==> images/placed.png <==
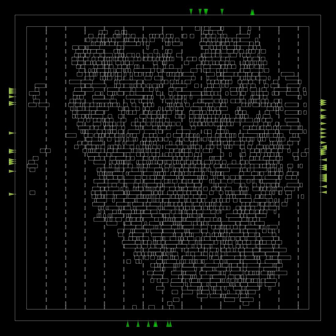
==> images/clock_wires.png <==
The bar under the picture is 50 um long.
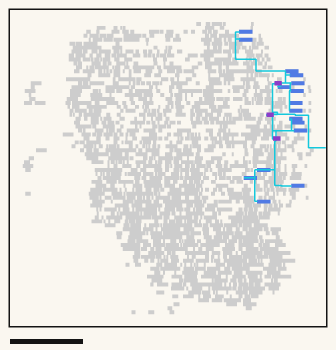
==> images/util_map.png <==
22 x 22 tiles, from white (low) to dark blue (high), 0 to 100% covered.
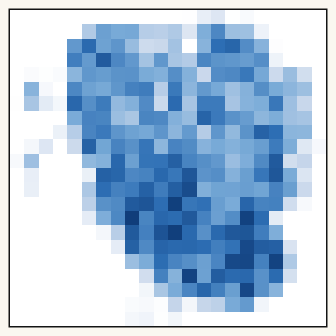
==> images/m3.png <==
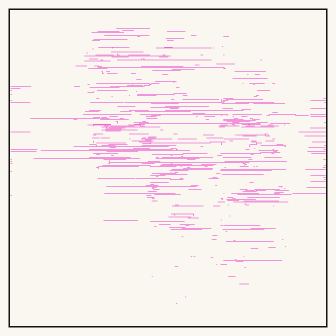
==> images/pinout.png <==
Pins as bars across the die edge, other pins in gray.
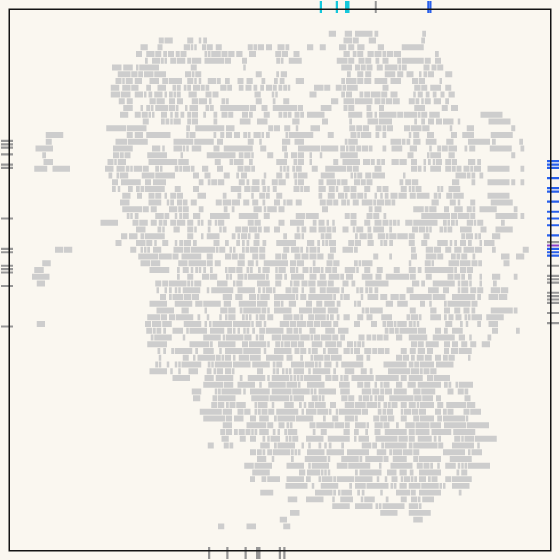
### config.mk
export PLATFORM = sky130hd
export DESIGN_NAME = alu
export DESIGN_NICKNAME = d
export VERILOG_FILES = /design/src/rtl/alu_pkg.sv /design/src/rtl/alu_shifter.sv /design/src/rtl/alu.sv
export SDC_FILE = /design/constraint.sdc
export NUM_CORES = 1
export LEC_CHECK = 0
export CAP_MARGIN = 20
export CORE_MARGIN = 8
export CORE_UTILIZATION = 25
export CTS_BUF_LIST = sky130_fd_sc_hd__clkbuf_8
export CTS_CLUSTER_DIAMETER = 200
export DETAILED_ROUTE_END_ITERATION = 8
export SLEW_MARGIN = 10
export SYNTH_ARGS = -nofsm -noshare
export SYNTH_HDL_FRONTEND = slang
export SYNTH_SLANG_ARGS = --single-unit
### constraint.sdc
create_clock -name clk -period 1.1 [get_ports clk]
set_input_delay 0.22 -clock clk [delete_from_list [all_inputs] [get_ports clk]]
set_output_delay 0.22 -clock clk [all_outputs]
set_load 0.01 [all_outputs]
### src/rtl/alu_pkg.sv
// Shared constants and types for the execute-stage ALU.
// Optional flag output is enabled by defining ALU_FLAGS_EN.
package alu_pkg;

  localparam int ALU_WIDTH = 16;

  typedef enum logic [3:0] {
    OP_ADD = 4'd0,
    OP_SUB = 4'd1,
    OP_AND = 4'd2,
    OP_OR  = 4'd3,
    OP_XOR = 4'd4,
    OP_NOT = 4'd5,
    OP_SHL = 4'd6,
    OP_SHR = 4'd7,
    OP_SRA = 4'd8,
    OP_ROL = 4'd9,
    OP_ROR = 4'd10,
    OP_MUL = 4'd11,
    OP_INC = 4'd12,
    OP_DEC = 4'd13,
    OP_SLT = 4'd14,
    OP_NOR = 4'd15
  } op_e;

  typedef enum logic [2:0] {
    SH_SHL = 3'd0,
    SH_SHR = 3'd1,
    SH_SRA = 3'd2,
    SH_ROL = 3'd3,
    SH_ROR = 3'd4
  } shift_mode_e;

  // Bit positions inside the {N,Z,C,V} flag word
  localparam int FLAG_N = 3;
  localparam int FLAG_Z = 2;
  localparam int FLAG_C = 1;
  localparam int FLAG_V = 0;

endpackage

### src/rtl/alu_shifter.sv
// Combinational shift/rotate unit. Returns the shifted word and the last
// bit shifted out (0 for rotates and for a zero amount).
module alu_shifter
  import alu_pkg::*;
#(
  parameter int WIDTH = ALU_WIDTH,
  localparam int AW = $clog2(WIDTH)
) (
  input  logic [WIDTH-1:0] a,
  input  logic [AW-1:0]    amount,
  input  shift_mode_e      mode,
  output logic [WIDTH-1:0] result,
  output logic             carry
);

  // One extra bit on the exit side of each shift catches the last bit out
  logic [WIDTH:0] shl_ext;
  logic [WIDTH:0] shr_ext;
  logic [WIDTH:0] sra_ext;

  // Select the shift flavour; rotates are built from two opposing shifts
  always_comb begin
    shl_ext = {1'b0, a} << amount;
    shr_ext = {a, 1'b0} >> amount;
    sra_ext = $signed({a, 1'b0}) >>> amount;
    result  = a;
    carry   = 1'b0;
    case (mode)
      SH_SHL: begin
        result = shl_ext[WIDTH-1:0];
        carry  = shl_ext[WIDTH];
      end
      SH_SHR: begin
        result = shr_ext[WIDTH:1];
        carry  = shr_ext[0];
      end
      SH_SRA: begin
        result = sra_ext[WIDTH:1];
        carry  = sra_ext[0];
      end
      SH_ROL: result = (a << amount) | (a >> (WIDTH - int'(amount)));
      SH_ROR: result = (a >> amount) | (a << (WIDTH - int'(amount)));
      default: begin
        result = a;
        carry  = 1'b0;
      end
    endcase
  end

endmodule

### src/rtl/alu.sv
// Execute-stage ALU: 16 operations on A/B, result registered one cycle
// after sampling. Define ALU_FLAGS_EN to add the registered {N,Z,C,V} flags.
module alu
  import alu_pkg::*;
#(
  parameter int WIDTH = ALU_WIDTH,
  localparam int AW = $clog2(WIDTH)
) (
  input  logic             clk,
  input  logic             rst_n,
  input  logic [WIDTH-1:0] A,
  input  logic [WIDTH-1:0] B,
  input  logic [3:0]       sel,
  output logic [WIDTH-1:0] resault
`ifdef ALU_FLAGS_EN
  ,
  output logic [3:0]       flags
`endif
);

  op_e              op;
  shift_mode_e      sh_mode;
  logic [WIDTH-1:0] sh_result;
  logic [WIDTH-1:0] result_next;

  assign op = op_e'(sel);

  // Map shift/rotate opcodes onto the shifter's mode encoding
  always_comb begin
    sh_mode = SH_SHL;
    case (op)
      OP_SHR:  sh_mode = SH_SHR;
      OP_SRA:  sh_mode = SH_SRA;
      OP_ROL:  sh_mode = SH_ROL;
      OP_ROR:  sh_mode = SH_ROR;
      default: sh_mode = SH_SHL;
    endcase
  end

`ifdef ALU_FLAGS_EN
  logic sh_carry;
`else
  logic sh_carry_unused;
`endif

  alu_shifter #(.WIDTH(WIDTH)) u_shifter (
    .a      (A),
    .amount (B[AW-1:0]),
    .mode   (sh_mode),
    .result (sh_result),
`ifdef ALU_FLAGS_EN
    .carry  (sh_carry)
`else
    .carry  (sh_carry_unused)
`endif
  );

  // Opcode decode; all arithmetic wraps at WIDTH bits
  always_comb begin
    result_next = '0;
    case (op)
      OP_ADD: result_next = A + B;
      OP_SUB: result_next = A - B;
      OP_AND: result_next = A & B;
      OP_OR:  result_next = A | B;
      OP_XOR: result_next = A ^ B;
      OP_NOT: result_next = ~A;
      OP_SHL, OP_SHR, OP_SRA, OP_ROL, OP_ROR: result_next = sh_result;
      OP_MUL: result_next = A * B;
      OP_INC: result_next = A + 1'b1;
      OP_DEC: result_next = A - 1'b1;
      OP_SLT: result_next = {{(WIDTH-1){1'b0}}, ($signed(A) < $signed(B))};
      OP_NOR: result_next = ~(A | B);
      default: result_next = '0;
    endcase
  end

  // Result register; reset clears it with no dependence on clk
  always_ff @(posedge clk or negedge rst_n) begin
    if (!rst_n) resault <= '0;
    else        resault <= result_next;
  end

`ifdef ALU_FLAGS_EN
  localparam int MSB = WIDTH - 1;

  logic [WIDTH:0] add_ext;
  logic [WIDTH:0] sub_ext;
  logic [WIDTH:0] inc_ext;
  logic [WIDTH:0] dec_ext;
  logic           c_next;
  logic           v_next;
  logic [3:0]     flags_next;

  // The top bit of the subtract extensions is the unsigned borrow
  assign add_ext = {1'b0, A} + {1'b0, B};
  assign sub_ext = {1'b0, A} - {1'b0, B};
  assign inc_ext = {1'b0, A} + {{WIDTH{1'b0}}, 1'b1};
  assign dec_ext = {1'b0, A} - {{WIDTH{1'b0}}, 1'b1};

  // Carry/borrow and signed overflow for the operations that define them
  always_comb begin
    c_next = 1'b0;
    v_next = 1'b0;
    case (op)
      OP_ADD: begin
        c_next = add_ext[WIDTH];
        v_next = (A[MSB] == B[MSB]) && (add_ext[MSB] != A[MSB]);
      end
      OP_SUB: begin
        c_next = sub_ext[WIDTH];
        v_next = (A[MSB] != B[MSB]) && (sub_ext[MSB] != A[MSB]);
      end
      OP_INC: begin
        c_next = inc_ext[WIDTH];
        v_next = !A[MSB] && inc_ext[MSB];
      end
      OP_DEC: begin
        c_next = dec_ext[WIDTH];
        v_next = A[MSB] && !dec_ext[MSB];
      end
      OP_SHL, OP_SHR, OP_SRA: c_next = sh_carry;
      default: begin
        c_next = 1'b0;
        v_next = 1'b0;
      end
    endcase
  end

  // Assemble {N,Z,C,V} from the next result
  always_comb begin
    flags_next         = '0;
    flags_next[FLAG_N] = result_next[MSB];
    flags_next[FLAG_Z] = (result_next == '0);
    flags_next[FLAG_C] = c_next;
    flags_next[FLAG_V] = v_next;
  end

  // Flags share the result's latency and reset value
  always_ff @(posedge clk or negedge rst_n) begin
    if (!rst_n) flags <= '0;
    else        flags <= flags_next;
  end
`endif

endmodule

==> results.toml <==
# synthesis and place-and-route metrics
[global_route]
antenna_found_initial = 0
grt_usage_pct = 22.7
grt_pass1_wl_um = 81500
grt_start_max_net_pins = 31
grt_overflow_total = 0
grt_pass1_vias = 12800

[die]
ios = 54
fp_util_pct = 25.1
die_y_um = 218
fp.dieW_um = 218
die_area_um2 = 47400
rows = 74

[synthesis]
ys_area_um2 = 10200
ys_cells = 1371
syn_nets = 1605
adder_share_pct = 30.2
ys_warn_count = 0
synth.most_common_cell = "nand2_1"
xor_share_pct = 6.60
yosysTopAreaCell = "fa_1"
synth.logic.top_family = "adder cells"
ys.flop_type = "dfrtp_1"
synth-async-reset-ratio_pct = 100
ys_ff = 16
synthAoiAreaFrac_pct = 21.3
synth_cells = 1371
area_leaders = "fa_1 16%, ha_1 14%, nand2_1 6.5%, inv_1 6.0%, nor2_1 5.5%"
syn_area_per_cell_um2 = 7.42
synth-simple-area-share_pct = 18.2
ys_types = 76
synthTopCellsByCount = "177 x nand2_1, 162 x inv_1, 148 x nor2_1"
muxShareOfSynthArea_pct = 9.78
synth_area_um2 = 10200
edf_count = 0
ys_seq_share_pct = 3.94
netlist.area_leader.share_pct = 16.1

[drt]
firstDrtPassIters = 6
wirelength_met1_um = 23200
wl_met2_um = 24500
wl_per_cell_um = 23.7
drt_iter0_drc = 1286
viasPerCell = 5.35
met3_length_um = 4850
maxUsedRoutingLayer = "met4"
antenna_left = 0
route.detailed.drc = 0

[run]
warnings = 62
cap_violations = 0

[final_layout]
largest_reg_flops = 16
final_common_cell = "buf_4"
top_register = "resault"
nNetsFinal = 2057
lay_top_cells = "403 x buf_4, 167 x nand2_1, 119 x nor2_1"
largest_registers = "resault x16"
design_area_um2 = 16600
syn2layout_area_growth_pct = 63.0
post_route_cells_drive_above_1_share_pct = 43.7
n_antenna_cell = 0

[clock_tree]
cts_max_level = 1
clock-sinks = 16
cts_tree = "built"
cts_buffer_depth = 2
path_clk_slew_ns = 0.08
cts_root_buf = "clkbuf_8"
numCtsBuffers = 3

[placement]
place_inst = 2287
place_congestion = 1.04
pre_cts_ws_ns = -4.68
port_buffers = 53
place_area_um2 = 14400
dp_hpwl_um = 43900

[timing]
finalWorstSetupSlack_ns = -3.83
worst_pin_slew_ns = 0.806
setup-tns-final_ns = -46.51
holdWs_ns = 0.283
finalSetupViolCount = 16
rsz0062_at_grt = "yes"
finalHoldViolCount = 0
fin_crit_sh_pct = 448
slew_headroom_pct = 46.0
slew_viol_final = 0
max_freq_mhz = 203
fin_crit_ns = 4.93

[critical_path]
cp_max_fo = 3
worstPathRequired_ns = 1.30
endpoint_kind = "flip-flop"
cp-start-kind = "input port"
crit_arrival_ns = 5.13
crit_type = "in -> reg"

[pwr]
ir_worst_vdd_mv = 1.32
p_total_mw = 24.6
p_leak_nw = 7.51
powerDensity_nw_per_um2 = 1490

[worst_hold_path]
min_path_type = "in -> async"

[run_status]
violations = "negative setup slack"
outcome = "complete, but fails checks"
Back to the opening pictures, placed.png:
core area: 40500 um^2
Non-Filler Instances: 2354
Finished Core Util: 41.0%

Back to the opening pictures, clock_wires.png:
[cyan] clock wires | length: 347 um
[blue] flip-flops | count: 16
[purple] clock-net drivers | count: 3
routed clock nets	4

Back to the opening pictures, util_map.png:
mean over tiles	34%
densest ninth of the die	center
nearly empty tiles	36%
tiles over 75% full	12%
emptiest ninth of the die	south-west

Back to the opening pictures, m3.png:
longest straight run	103 um
share of all routed wire	8.7%
met3 Use GR: 3.79%
final WL: 55800 um
Vias: 12600

Back to the opening pictures, pinout.png:
color	port	pins	direction	edge
cyan	sel	4	input	north
purple	clk	1	input	east
blue	resault	16	output	14 east, 2 north

-- final timing paths --
kind                       startpoint                     to  slack (ns)  cells after the start
worst max-delay path             A[7]  resault[15]$_DFF_PN0_       -3.83                     22
worst min-delay path            rst_n  resault[13]$_DFF_PN0_        0.28                      2
max in group asynchronous       rst_n   resault[2]$_DFF_PN0_        0.68                      2
min in group clk                 A[5]   resault[5]$_DFF_PN0_        0.69                      7
-- what timing repair did --
| action | CTS | global route |
|---|---|---|
| resized | 371 | 157 |
| pin swaps | 105 | 102 |
| endpoints found under the setup margin | 32 | 29 |
| setup buffers | 46 | 26 |
| hold buffers | 0 | 0 |
| cloned | 7 | 0 |
-- layer usage --
metal,track usage (%),vias to the layer above
met5,0,-
met4,11.1,0
met3,3.79,160
met2,35.8,669
met1,29.8,6149
li1,-,5619
-- layout make-up --
cell class | instances | area [um^2]
fill | 3991 | 23900
multi-input combinational | 1106 | 10100
clock buffer | 4 | 55.1
inverter | 166 | 686
sequential | 16 | 400
tap | 532 | 666
timing repair buffer | 530 | 4680
-- worst max-delay path, cell delays in order --
cell	delay, ns
buf_12	0.11
clkinvlp_4	0.12
buf_6	0.12
buf_6	0.09
nor2_2	0.04
fa_2	0.57
inv_2	0.04
fa_2	0.53
inv_2	0.04
fa_2	0.39
fa_1	0.52
inv_2	0.04
fa_1	0.49
fa_2	0.36
xor2_2	0.15
xnor2_1	0.19
xnor2_1	0.18
xnor2_1	0.16
xnor3_2	0.33
nand3_2	0.08
nor3b_2	0.15
a2bb2oi_1	0.17
-- where the power goes --
part / internal [mW] / switching (mW) / total, mW
clock: 0.319 / 0.252 / 0.572
sequential: 0.741 / 0.0483 / 0.789
combinational: 11.1 / 12.1 / 23.3
total: 12.2 / 12.4 / 24.6
Power is estimated from default activity; no workload was simulated.
